`config.mk`:
```
export PLATFORM = sky130hd
export DESIGN_NAME = chip_link_rx_flat
export DESIGN_NICKNAME = d
export VERILOG_FILES = /design/src/rtl/chip_link_rx_if.sv /design/src/rtl/chip_link_rx.sv /design/src/flat_wrapper.sv
export SDC_FILE = /design/constraint.sdc
export NUM_CORES = 1
export LEC_CHECK = 0
export CAP_MARGIN = 20
export CORE_MARGIN = 3
export CORE_UTILIZATION = 48
export CTS_CLUSTER_SIZE = 30
export DETAILED_ROUTE_END_ITERATION = 16
export MAX_ROUTING_LAYER = met4
export PLACE_DENSITY = 0.76
export SYNTH_ARGS = -nofsm -noshare
export SYNTH_HDL_FRONTEND = slang
export SYNTH_SLANG_ARGS = --single-unit
```
`constraint.sdc`:
```
create_clock -name clk -period 3.36 [get_ports clk]
set_input_delay 0.336 -clock clk [delete_from_list [all_inputs] [get_ports clk]]
set_output_delay 0.336 -clock clk [all_outputs]
set_load 0.1 [all_outputs]
```
`src/rtl/chip_link_rx_if.sv`:
```
// Chip-boundary receive bundle: 4-phase flit link from the pins plus the
// valid/ready packet channel toward the mesh router.
interface chip_link_rx_if #(
    parameter int CHIPDATA_WIDTH = 16,
    parameter int PKT_W          = 64
);
    logic [CHIPDATA_WIDTH-1:0] recv_data_in;
    logic                      recv_data_valid;
    logic                      recv_data_par;
    logic                      recv_data_ready;
    logic                      recv_data_err;
    logic [PKT_W-1:0]          pkt_data;
    logic                      pkt_valid;
    logic                      pkt_ready;

    // master: external sender plus router; slave: the receive stage
    modport master (
        output recv_data_in, recv_data_valid, recv_data_par, pkt_ready,
        input  recv_data_ready, recv_data_err, pkt_data, pkt_valid
    );

    modport slave (
        input  recv_data_in, recv_data_valid, recv_data_par, pkt_ready,
        output recv_data_ready, recv_data_err, pkt_data, pkt_valid
    );
endinterface

```
`src/rtl/chip_link_rx.sv`:
```
// Chip-boundary receive stage: checks even parity on 4-phase flits, assembles
// FLITS flits MSB-first into one packet. Define CHIP_LINK_SYNC_EN to synchronize valid.
module chip_link_rx #(
    parameter int CHIPDATA_WIDTH = 16,
    parameter int FLITS          = 4,
    parameter int TIMEOUT_CYC    = 1024,
    parameter int ERRCNT_W       = 8
) (
    input  logic                clk,
    input  logic                rst_n,
    chip_link_rx_if.slave       lnk,
    output logic                drop_pulse,
    output logic [ERRCNT_W-1:0] err_cnt
);
    localparam int PKT_W = CHIPDATA_WIDTH * FLITS;
    localparam int CNT_W = (FLITS > 1) ? $clog2(FLITS) : 1;
    localparam int WD_W  = (TIMEOUT_CYC > 1) ? $clog2(TIMEOUT_CYC + 1) : 1;
    localparam logic [CNT_W-1:0] LAST_FLIT = CNT_W'(FLITS - 1);
    localparam logic [WD_W-1:0]  WD_LIMIT  = WD_W'(TIMEOUT_CYC - 1);

    typedef enum logic [1:0] {IDLE, ACK, HOLD} state_t;

    function automatic logic parity_ok(input logic [CHIPDATA_WIDTH-1:0] d, input logic p);
        return (^d) == p;
    endfunction

    function automatic logic [ERRCNT_W-1:0] sat_inc(input logic [ERRCNT_W-1:0] v);
        return (&v) ? v : v + ERRCNT_W'(1);
    endfunction

    state_t              state_q, state_d;
    logic                ready_q, ready_d;
    logic                err_q, err_d;
    logic [CNT_W-1:0]    cnt_q, cnt_d;
    logic [PKT_W-1:0]    asm_q, asm_d;
    logic [PKT_W-1:0]    pkt_data_q, pkt_data_d;
    logic                pkt_valid_q, pkt_valid_d;
    logic [ERRCNT_W-1:0] err_cnt_q, err_cnt_d;
    logic [WD_W-1:0]     wd_q, wd_d;
    logic                drop_q, drop_d;
    logic                vld;
    logic                slot_free;
    logic                take;

`ifdef CHIP_LINK_SYNC_EN
    // Only valid is synchronized; data/parity are held stable by the 4-phase protocol.
    logic [1:0] vsync_q, vsync_d;
    assign vsync_d = {vsync_q[0], lnk.recv_data_valid};
    assign vld     = vsync_q[1];
`else
    assign vld = lnk.recv_data_valid;
`endif

    always_comb begin
        state_d     = state_q;
        ready_d     = ready_q;
        err_d       = err_q;
        cnt_d       = cnt_q;
        asm_d       = asm_q;
        pkt_data_d  = pkt_data_q;
        pkt_valid_d = pkt_valid_q;
        err_cnt_d   = err_cnt_q;
        wd_d        = wd_q;
        drop_d      = 1'b0;
        take        = 1'b0;
        slot_free   = !pkt_valid_q || lnk.pkt_ready;

        if (pkt_valid_q && lnk.pkt_ready) begin
            pkt_valid_d = 1'b0;
        end

        unique case (state_q)
            IDLE: begin
                if (vld) begin
                    // The final flit may only be taken when the output slot can accept the packet.
                    if (cnt_q != LAST_FLIT || slot_free) begin
                        take = 1'b1;
                    end else begin
                        state_d = HOLD;
                    end
                end
            end
            HOLD: begin
                if (slot_free) begin
                    take = 1'b1;
                end
            end
            ACK: begin
                if (!vld) begin
                    state_d = IDLE;
                    ready_d = 1'b0;
                    err_d   = 1'b0;
                end
            end
            default: state_d = IDLE;
        endcase

        if (take) begin
            state_d = ACK;
            ready_d = 1'b1;
            wd_d    = '0;
            if (parity_ok(lnk.recv_data_in, lnk.recv_data_par)) begin
                err_d = 1'b0;
                for (int f = 0; f < FLITS; f++) begin
                    if (cnt_q == CNT_W'(f)) begin
                        asm_d[PKT_W-1-CHIPDATA_WIDTH*f -: CHIPDATA_WIDTH] = lnk.recv_data_in;
                    end
                end
                if (cnt_q == LAST_FLIT) begin
                    pkt_data_d  = asm_d;
                    pkt_valid_d = 1'b1;
                    cnt_d       = '0;
                end else begin
                    cnt_d = cnt_q + CNT_W'(1);
                end
            end else begin
                // Rejected flit: sender repeats it, so the slot index stays put.
                err_d     = 1'b1;
                err_cnt_d = sat_inc(err_cnt_q);
            end
        end else if (TIMEOUT_CYC > 0 && state_q == IDLE && cnt_q != '0 && !vld) begin
            if (wd_q == WD_LIMIT) begin
                wd_d   = '0;
                cnt_d  = '0;
                drop_d = 1'b1;
            end else begin
                wd_d = wd_q + WD_W'(1);
            end
        end
    end

    always_ff @(posedge clk or negedge rst_n) begin
        if (!rst_n) begin
            state_q     <= IDLE;
            ready_q     <= 1'b0;
            err_q       <= 1'b0;
            cnt_q       <= '0;
            pkt_data_q  <= '0;
            pkt_valid_q <= 1'b0;
            err_cnt_q   <= '0;
            wd_q        <= '0;
            drop_q      <= 1'b0;
`ifdef CHIP_LINK_SYNC_EN
            vsync_q     <= '0;
`endif
        end else begin
            state_q     <= state_d;
            ready_q     <= ready_d;
            err_q       <= err_d;
            cnt_q       <= cnt_d;
            pkt_data_q  <= pkt_data_d;
            pkt_valid_q <= pkt_valid_d;
            err_cnt_q   <= err_cnt_d;
            wd_q        <= wd_d;
            drop_q      <= drop_d;
`ifdef CHIP_LINK_SYNC_EN
            vsync_q     <= vsync_d;
`endif
        end
    end

    // Assembly buffer needs no reset: every field is rewritten before a packet completes.
    always_ff @(posedge clk) begin
        asm_q <= asm_d;
    end

    assign lnk.recv_data_ready = ready_q;
    assign lnk.recv_data_err   = err_q;
    assign lnk.pkt_data        = pkt_data_q;
    assign lnk.pkt_valid       = pkt_valid_q;
    assign drop_pulse          = drop_q;
    assign err_cnt             = err_cnt_q;
endmodule

```
`src/flat_wrapper.sv`:
```
// flat-port wrapper written by rule: the top's interface ports become plain ports
module chip_link_rx_flat 
#(
    parameter int CHIPDATA_WIDTH = 16,
    parameter int FLITS          = 4,
    parameter int TIMEOUT_CYC    = 1024,
    parameter int ERRCNT_W       = 8
)
  (clk, rst_n, drop_pulse, err_cnt, lnk_recv_data_in, lnk_recv_data_valid, lnk_recv_data_par, lnk_pkt_ready, lnk_recv_data_ready, lnk_recv_data_err, lnk_pkt_data, lnk_pkt_valid);
  chip_link_rx_if #(.CHIPDATA_WIDTH(CHIPDATA_WIDTH), .PKT_W(64)) lnk_i ();
  input  logic clk;
  input  logic rst_n;
  output logic drop_pulse;
  output logic [ERRCNT_W-1:0] err_cnt;
  input wire logic [$bits(lnk_i.recv_data_in)-1:0] lnk_recv_data_in;
  input wire logic [$bits(lnk_i.recv_data_valid)-1:0] lnk_recv_data_valid;
  input wire logic [$bits(lnk_i.recv_data_par)-1:0] lnk_recv_data_par;
  input wire logic [$bits(lnk_i.pkt_ready)-1:0] lnk_pkt_ready;
  output wire logic [$bits(lnk_i.recv_data_ready)-1:0] lnk_recv_data_ready;
  output wire logic [$bits(lnk_i.recv_data_err)-1:0] lnk_recv_data_err;
  output wire logic [$bits(lnk_i.pkt_data)-1:0] lnk_pkt_data;
  output wire logic [$bits(lnk_i.pkt_valid)-1:0] lnk_pkt_valid;
  assign lnk_i.recv_data_in = lnk_recv_data_in;
  assign lnk_i.recv_data_valid = lnk_recv_data_valid;
  assign lnk_i.recv_data_par = lnk_recv_data_par;
  assign lnk_i.pkt_ready = lnk_pkt_ready;
  assign lnk_recv_data_ready = lnk_i.recv_data_ready;
  assign lnk_recv_data_err = lnk_i.recv_data_err;
  assign lnk_pkt_data = lnk_i.pkt_data;
  assign lnk_pkt_valid = lnk_i.pkt_valid;
  chip_link_rx #(.CHIPDATA_WIDTH(CHIPDATA_WIDTH), .FLITS(FLITS), .TIMEOUT_CYC(TIMEOUT_CYC), .ERRCNT_W(ERRCNT_W)) u_core (.clk(clk), .rst_n(rst_n), .lnk(lnk_i), .drop_pulse(drop_pulse), .err_cnt(err_cnt));
endmodule
```
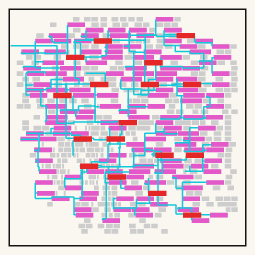
(run_1/clock_wires.png)
Drawn at 2 px/micron.
Key: magenta = flip-flops [count 140]; red = clock-net drivers [count 17]; cyan = clock wires [length 1660 microns]
There are 18 routed clock nets. Position of the flops: widely spread.
worst-skew pair later-pin latency: 0.42 ns

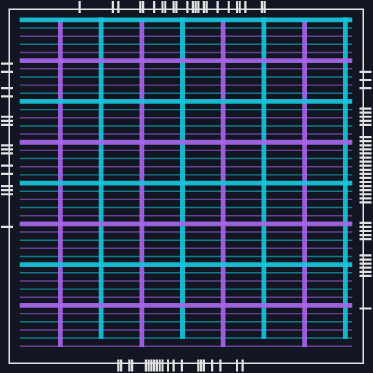
(run_1/floorplan.png)
Drawn at 3 px/micron. Pins as bars on the die edge.
Key: cyan = VDD; purple = VSS
The core has 40 rows. 8 straps on met5. 97 signal pins sit on the boundary. 41 met1 rails follow the rows. 8 straps on met4.

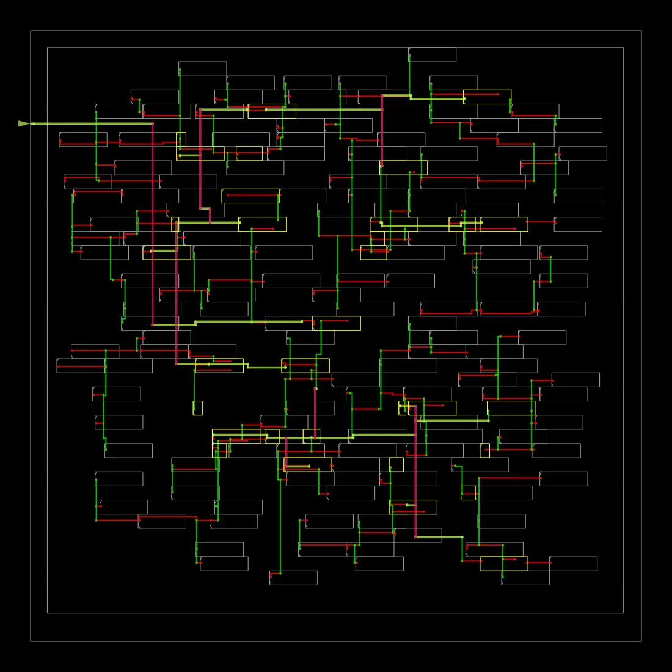
(run_1/clock_nets.png)
registers: 140
Clock Buffer Count: 22
Post-Route Skew: 0.0101 ns

==> impl_metrics.yaml, run 1 <==
# implementation run metrics
detailed_routing:
  wl_per_cell_microns: 17.2
  routed_wl_microns: 11500
  ant_nets: 0
layout:
  final_cell_mix: "clkdlybuf4s50_1 (95), dfrtp_1 (91), mux2_2 (66), mux2_1 (49), edfxtp_1 (49)"
  regArea_sq_um: 3750
  drive_gt1_frac: 0.225
  lay_top_count: "clkdlybuf4s50_1"
clocking:
  cts_root_buf: "clkbuf_16"
  clk_pin_slew_ns: 0.05
  cts_buffers: 17
  cts_setup_buffers: 0
  cts_tree: "yes"
  htree_levels: 4
worst_setup_path:
  start_kind: "input pin"
  worstSetupPathType: "input pin to register"
  worst_setup_path_end_kind: "register"
  cp.required_ns: 3.44
  critPathArrivalTime_ns: 2.60
logic_synthesis:
  yosys_warnings: 0
  ff_type: "dfrtp_1"
  ys_cells: 383
  syn-num-nets: 410
  synth_area_per_cell_sq_um: 15.6
  yosys.stat.seqShare: 0.628
  synth.largest_area_cell: "dfrtp_1"
  top_cell_area_share: 0.381
floorplanning:
  die_height_microns: 118
  row_count: 40
  die_w_microns: 118
  boundaryPins: 97
run:
  warnings: 29
timing:
  rsz0062_at_grt: "no"
  worst_pin_slew_ns: 1.01
  fin_ws_ns: 0.844
  relSlewSlack: 0.325
global_route:
  grt-busiest-layer: "met2"
  use_met2: 0.284
  met1_usage: 0.230
placement:
  dp.cells: 637
hold_path:
  hold_path.class: "input pin to async pin"
status:
  status: "complete, no violations"
-- run 1: per-layer routing --
metal	part of all wire	wire length, microns	up-vias
li1	-	-	1611
met4	0.015	168	0
met5	0	0	-
met3	0.047	539	24
met2	0.49	5580	89
met1	0.45	5200	1771
-- run 1: synth_stat cells, drive strengths merged, types with 5 or more instances --
master,count
clkbuf,5
ha,6
nand3,6
xnor2,16
edfxtp,49
nand2,14
buf,13
nor2,14
dfrtp,91
inv,6
xor2,6
mux2,115
-- run 1: kinds of logic (layout without fill, tap and decap cells) --
group,count (synthesis),after routing,synth area share
flops,140,140,0.628
mux,116,116,0.219
simple gates,52,52,0.0440
xor+xnor,26,26,0.0474
buf+inv,24,143,0.0243
compound gates,19,19,0.0252
fa+ha+maj,6,6,0.0126
-- run 1: worst max-delay path, cell delays in order --
cell and delay, ns:
clkdlybuf4s50_1 0.58, xor2_1 0.18, xnor3_1 0.44, xnor3_1 0.40, buf_4 0.21, nor2_4 0.09, buf_4 0.34
-- run 1: registers in the layout, summed over array words and instances, names as in the netlist --
register                    flops
u_core.wd_q                    11
u_core.lnk.pkt_data            64
u_core.drop_pulse               1
u_core.err_cnt                  8
u_core.state_q                  2
u_core.lnk.pkt_valid            1
u_core.lnk.recv_data_err        1
u_core.lnk.recv_data_ready      1
u_core.asm_q                   49
u_core.cnt_q                    2
-- run 1: area by class of cell --
type | count | area share
Clock inverter | 10 | 0.0119
Timing Repair Buffer | 105 | 0.138
Multi-Input combinational cell | 219 | 0.271
Clock buffer | 22 | 0.0617
Sequential cell | 140 | 0.487
Inverter | 6 | 0.00293
Tap cell | 168 | 0.0273
-- run 1: through the flow --
step                      utilization
after floorplan                     -
after global placement          0.588
after detailed placement        0.590
after CTS                       0.638
after global routing            0.638
final                           0.638
-- run 1: final timing paths --
check | from | end | slack, ns | depth (start not counted)
max in group asynchronous | rst_n | u_core.wd_q[9]$_DFFE_PN0P_ | 2.27 | 3
max | lnk_recv_data_in[10] | u_core.asm_q[27]$_DFFE_PP_ | 0.84 | 7
min | rst_n | u_core.lnk.pkt_data[12]$_DFFE_PN0P_ | 0.47 | 2
max reg2reg | u_core.cnt_q[0]$_DFFE_PN0P_ | u_core.cnt_q[0]$_DFFE_PN0P_ | 0.91 | 6
min reg2reg | u_core.lnk.pkt_data[11]$_DFFE_PN0P_ | u_core.lnk.pkt_data[11]$_DFFE_PN0P_ | 0.48 | 1
min in group clk | u_core.lnk.pkt_data[11]$_DFFE_PN0P_ | u_core.lnk.pkt_data[11]$_DFFE_PN0P_ | 0.48 | 1
-- run 1: repair_timing --
| item | in CTS | in global routing |
|---|---|---|
| endpoints found under the hold margin | 43 | 0 |
| hold buffers | 1 | 0 |
| gates resized | 0 | 0 |
==> run_1/layers.png <==
Drawn at 4 px/micron.
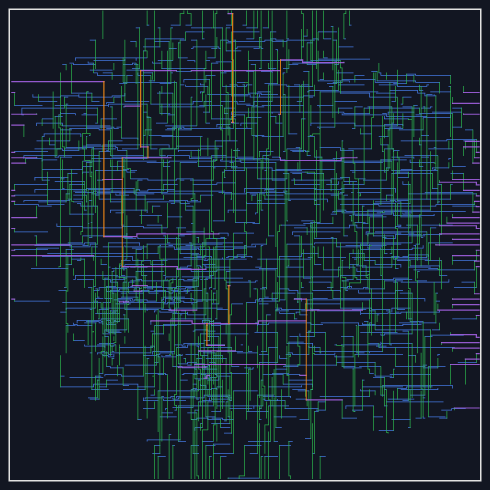

==> run 1 -> run 2 <==
--- a/config.mk
+++ b/config.mk
@@ -7,11 +7,11 @@
 export LEC_CHECK = 0
 export CAP_MARGIN = 20
 export CORE_MARGIN = 3
-export CORE_UTILIZATION = 48
+export CORE_UTILIZATION = 53
 export CTS_CLUSTER_SIZE = 30
 export DETAILED_ROUTE_END_ITERATION = 16
 export MAX_ROUTING_LAYER = met4
-export PLACE_DENSITY = 0.76
+export PLACE_DENSITY = 0.79
 export SYNTH_ARGS = -nofsm -noshare
 export SYNTH_HDL_FRONTEND = slang
 export SYNTH_SLANG_ARGS = --single-unit
==> constraint.sdc (replaced) <==
create_clock -name clk -period 2.5 [get_ports clk]
set_input_delay 0.25 -clock clk [delete_from_list [all_inputs] [get_ports clk]]
set_output_delay 0.25 -clock clk [all_outputs]
set_load 0.1 [all_outputs]
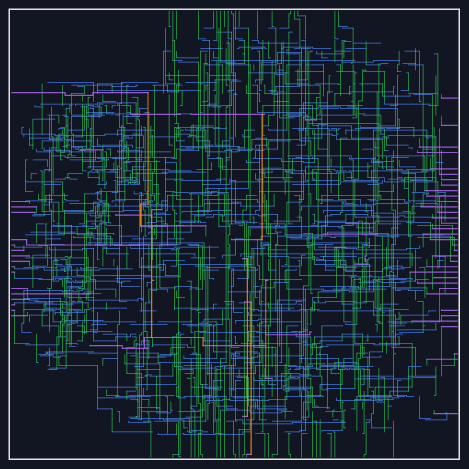
(run_2/layers.png)
Drawn at 4 px/micron.
Key: green = M2 [wire length 5960 microns]; blue = M1 [wire length 5250 microns]; purple = M3 [wire length 521 microns]; orange = M4 [wire length 199 microns]

==> run 2 against run 1 <==
Against the previous run:
- design area is 0.47% lower
- synthesized cell count stayed put
- largest cell class unchanged
==> impl_metrics.yaml, run 2 <==
# implementation run metrics
logic_synthesis:
  common_cells: "dfrtp_1 (91), mux2_2 (66), edfxtp_1 (49), mux2_1 (49), xnor2_1 (16)"
  top_cell_area_share: 0.381
  yosys_warnings: 0
  synth.largest_area_cell: "dfrtp_1"
  synth_area_per_cell_sq_um: 15.6
  ys_cells: 383
  ff_type: "dfrtp_1"
layout:
  final_cell_mix: "buf_4 (104), dfrtp_1 (91), mux2_2 (66), mux2_1 (49), edfxtp_1 (49)"
  lay_top_count: "buf_4"
  largest_reg_flops: 64
  drive_gt1_frac: 0.402
clocking:
  cts_tree: "yes"
  cts_buffers: 17
  clk_latency_ns: 0.40
  cts_root_buf: "clkbuf_16"
  ctsResizeCount: 0
  htree_levels: 4
status:
  status: "complete, no violations"
detailed_routing:
  ant_nets: 0
  wl_per_cell_microns: 17.9
hold_path:
  hold_path.class: "input pin to async pin"
worst_setup_path:
  critical_path_buf_inv_count: 2
  r2r_end: "u_core.cnt_q[0]$_DFFE_PN0P_"
  rr_worst_depth: 6
  critPathArrivalTime_ns: 2.61
  cpPeakStageDelay_ns: 0.53
  r2r_slack_ns: 0.20
  cpMaxStageDelayCell: "clkdlybuf4s50_1"
  cp_cell_sequence: "clkdlybuf4s50_1 -> xnor2_2 -> xnor3_1 -> xnor3_2 -> nor2_4 -> buf_12 -> mux2_1"
  start_kind: "input pin"
  cp.required_ns: 2.77
timing:
  fin_ws_ns: 0.165
  rsz0062_at_grt: "no"
  fin_worst_skew_ns: 0.00681
floorplanning:
  die_w_microns: 112
  die_height_microns: 112
run:
  warnings: 30
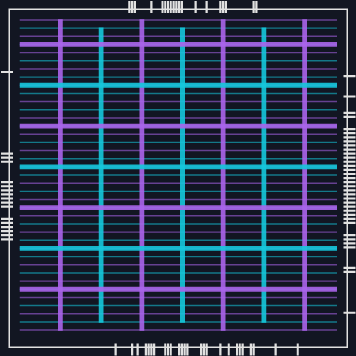
(run_2/floorplan.png)
Drawn at 3 px/micron. Pins as bars on the die edge.
Key: cyan = VDD; purple = VSS
7 straps on met5. The core has 38 rows. 97 signal pins sit on the boundary. 7 straps on met4.

## run 2: cell counts after synthesis
Identical to the previous run, type by type.
## run 2: final cells by class
type	count	area (sq um)	area share
flip-flops and latches	140	3750	0.490
multi-input cells	219	2090	0.273
clock inverters	6	33.8	0.00441
clock buffers	26	522	0.0682
repair buffers	128	1060	0.139
inverters	6	22.5	0.00294
well taps	140	175	0.0229
## run 2: layer usage
metal / vias up / part of all wire / GRT usage
li1: 1655 / - / -
met1: 1831 / 0.44 / 0.262
met5: - / 0 / -
met2: 85 / 0.50 / 0.324
met4: 0 / 0.017 / 0.0593
met3: 19 / 0.044 / 0.0518
## run 2: worst max path at each step
stage,depth (start not counted),startpoint,endpoint
after CTS,7,lnk_recv_data_in[8],u_core.lnk.pkt_data[7]$_DFFE_PN0P_
after global placement,7,lnk_recv_data_in[8],u_core.lnk.pkt_data[39]$_DFFE_PN0P_
after global routing,7,u_core.cnt_q[0]$_DFFE_PN0P_,u_core.wd_q[7]$_DFFE_PN0P_
after floorplan,5,lnk_recv_data_in[8],u_core.asm_q[16]$_DFFE_PP_
final,7,lnk_recv_data_in[8],u_core.lnk.pkt_data[20]$_DFFE_PN0P_
after detailed placement,7,lnk_recv_data_in[8],u_core.lnk.pkt_data[7]$_DFFE_PN0P_
## run 2: repair_timing
action	CTS	global route
buffers inserted	0	0
hold endpoints to repair	35	0
hold buffers	1	0
## run 2: logic make-up after synthesis
logic type	count (synthesis)	share of synthesized area
xor+xnor	26	0.0474
flops	140	0.628
buf+inv	24	0.0243
mux	116	0.219
fa+ha+maj	6	0.0126
compound gates	19	0.0252
simple gates	52	0.0440
## run 2: per-stage QoR
stage / hold WS (ns) / std cells / instance area, sq um
after global placement: 0.237 / 632 / 7090
after floorplan: -0.0456 / 383 / 5990
after global routing: 0.382 / 665 / 7650
after CTS: 0.352 / 665 / 7650
after detailed placement: 0.246 / 632 / 7090
final: 0.344 / 665 / 7650
==> run_2/clock_nets.png <==
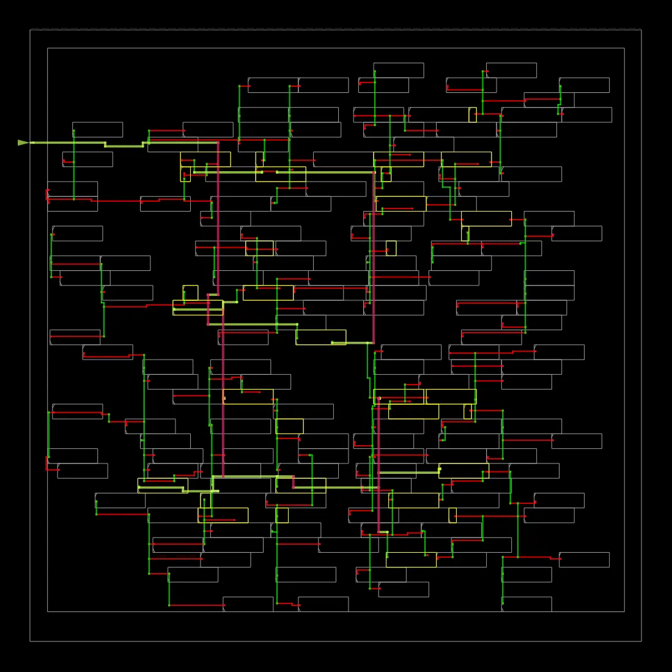

==> run 2 -> run 3 <==
--- a/config.mk
+++ b/config.mk
@@ -10,6 +10,7 @@
 export CORE_UTILIZATION = 53
 export CTS_CLUSTER_SIZE = 30
 export DETAILED_ROUTE_END_ITERATION = 16
+export GPL_TIMING_DRIVEN = 0
 export MAX_ROUTING_LAYER = met4
 export PLACE_DENSITY = 0.79
 export SYNTH_ARGS = -nofsm -noshare
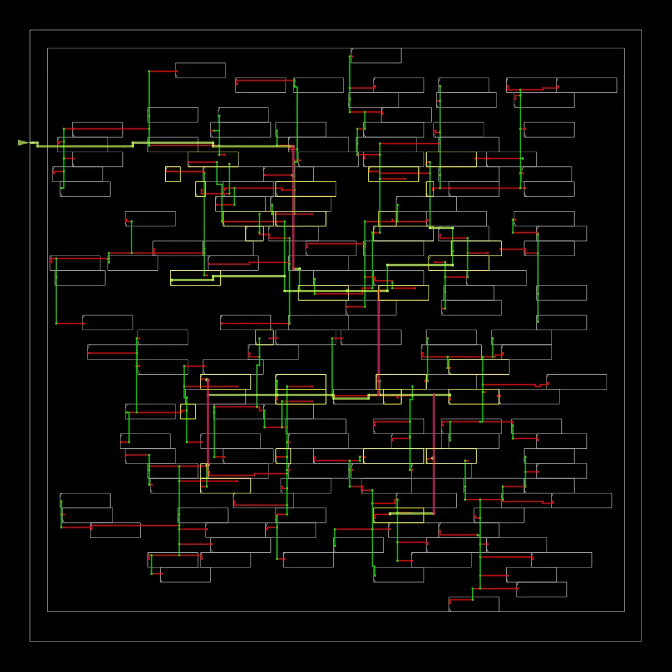
(run_3/clock_nets.png)
Clock Buffer Count: 19
CTS buffer count: 17

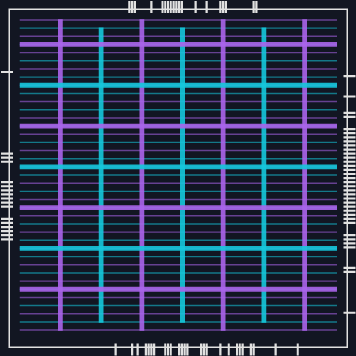
(run_3/floorplan.png)
Drawn at 3 px/micron. Pins as bars on the die edge.
core area: 10900 sq um
chip width: 112 microns
Die H: 112 microns

==> run 3 against run 2 <==
Against the previous run:
- synthesized cell count unchanged
- sequential share of layout area fell by 1.6 points
- register-to-register slack worse by 0.12 ns
- cell count down 0.90%
- clock-buffer cell count shrank 7
==> impl_metrics.yaml, run 3 <==
# implementation run metrics
worst_setup_path:
  critical_path_buf_inv_count: 2
  worst_setup_path_end_kind: "register"
  cp_cell_sequence: "inv_1 -> ha_4 -> or4_1 -> buf_2 -> or4_4 -> a2111o_1 -> o31ai_1"
  worstSetupPathType: "register to register"
  critPathArrivalTime_ns: 2.72
  cpPeakStageDelay_ns: 0.55
  critPathTopFamily: "simple AND/OR/NAND/NOR gates"
  cpMaxStageDelayCell: "or4_4"
  cp.required_ns: 2.81
  start_kind: "register"
logic_synthesis:
  syn-num-nets: 410
  yosysMostFrequentCell: "dfrtp_1"
  ff_type: "dfrtp_1"
  ys_cells: 383
  synth_area_per_cell_sq_um: 15.6
  ys.flops: 140
  yosys.stat.seqShare: 0.628
  common_cells: "dfrtp_1 (91), mux2_2 (66), edfxtp_1 (49), mux2_1 (49), xnor2_1 (16)"
  top_cell_area_share: 0.381
  synth.largest_area_cell: "dfrtp_1"
  ys_async_sr_fraction: 0.650
  yosys_warnings: 0
status:
  status: "complete, no violations"
run:
  warnings: 31
  cap_violations: 0
detailed_routing:
  vias_per_cell: 5.40
  wl_per_cell_microns: 18.4
  ant_nets: 0
  routed_wl_microns: 12100
floorplanning:
  row_count: 38
  die_area_sq_um: 12600
  boundaryPins: 97
layout:
  drive_gt1_frac: 0.247
  largest_reg_flops: 64
  fin_util: 0.724
  lay_top_count: "clkdlybuf4s50_1"
  final_cell_mix: "clkdlybuf4s50_1 (92), dfrtp_1 (91), mux2_2 (66), mux2_1 (49), edfxtp_1 (49)"
hold_path:
  hold_path.class: "input pin to register"
timing:
  fmax_mhz: 414
  relSlewSlack: 0.310
  worst_pin_slew_ns: 1.03
  fin_ws_ns: 0.0838
  fin_worst_skew_ns: 0.00777
  rsz0062_at_grt: "yes"
  whs_ns: 0.289
clocking:
  clock_path_buffers: 2
  cts_tree: "yes"
  cts_root_buf: "clkbuf_16"
  clk_latency_ns: 0.41
  clk_pin_slew_ns: 0.06
  htree_levels: 4
global_route:
  antenna_found_initial: 0
  grt_use_total: 0.206
placement:
  io_buffers: 96
run 3: cell counts after synthesis:
No cell type changed its count.
run 3: area by class of cell:
cell class                 instances  area [sq um]  area share
buffer                            17           128      0.0161
clock buffer                      19           433      0.0547
clock inverter                    13           213      0.0269
inverter                           6          22.5     0.00285
multi-input combinational        220          2120       0.268
sequential                       140          3750       0.474
tap                              140           175      0.0221
timing repair buffer             104          1070       0.135
run 3: metrics by stage:
stage               cell area, sq um  std cells
floorplan                       5990        383
finish                          7910        659
CTS                             7880        657
global placement                7130        619
global route                    7910        659
detailed placement              7170        621
run 3: routing by layer:
layer / global-route usage / share of wire
met1: 0.268 / 0.44
met4: 0.0481 / 0.0083
met3: 0.0550 / 0.043
met5: - / 0
met2: 0.329 / 0.50
run 3: worst paths after layout:
| check | from | slack (ns) | end | depth (start not counted) |
|---|---|---|---|---|
| max | u_core.cnt_q[0]$_DFFE_PN0P_ | 0.08 | u_core.cnt_q[0]$_DFFE_PN0P_ | 7 |
| min | lnk_recv_data_in[8] | 0.29 | u_core.lnk.pkt_data[8]$_DFFE_PN0P_ | 2 |
| max reg2reg | u_core.cnt_q[0]$_DFFE_PN0P_ | 0.08 | u_core.cnt_q[0]$_DFFE_PN0P_ | 7 |
| min reg2reg | u_core.lnk.pkt_data[50]$_DFFE_PN0P_ | 0.48 | u_core.lnk.pkt_data[50]$_DFFE_PN0P_ | 1 |
| max in group asynchronous | rst_n | 1.49 | u_core.cnt_q[0]$_DFFE_PN0P_ | 3 |
| min in group asynchronous | rst_n | 0.36 | u_core.lnk.pkt_data[42]$_DFFE_PN0P_ | 2 |
run 3: logic make-up (layout without fill, tap and decap cells):
| logic type | count (synthesis) | count (layout) | share of synthesized area |
|---|---|---|---|
| mux | 116 | 116 | 0.219 |
| compound gates | 19 | 19 | 0.0252 |
| buf+inv | 24 | 159 | 0.0243 |
| xor+xnor | 26 | 26 | 0.0474 |
| fa+ha+maj | 6 | 6 | 0.0126 |
| flops | 140 | 140 | 0.628 |
| simple gates | 52 | 53 | 0.0440 |
run 3: worst register-to-register path: cells and delay by family (launching register included):
family	cells	cell delay [ns]
compound gates	2	0.50
buf+inv	2	0.29
fa+ha+maj	1	0.23
simple gates	2	0.94
flops	1	0.37
run 3: timing repair:
| item | 4_1_cts | 5_1_grt |
|---|---|---|
| endpoints found under the hold margin | 38 | 0 |
| cloned | 1 | 0 |
| hold buffers | 1 | 0 |
| setup endpoints to repair | 117 | 80 |
| gates resized | 5 | 4 |
| setup buffers | 3 | 2 |
| pin swaps | 2 | 0 |

==> screenshots <==
Gate families picked out.
Drawn at 2 px/micron.
panel A
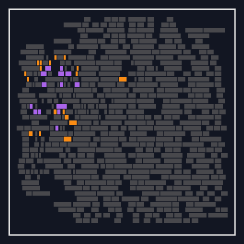
panel B
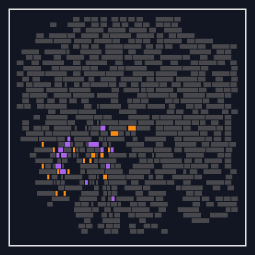
- run 1 = panel B
- run 3 = panel A

Key to panel A:
Key: orange = nor cells [cells 18, most used nor2_1]; purple = aoi and oai cells [cells 14, most used a21oi_1]

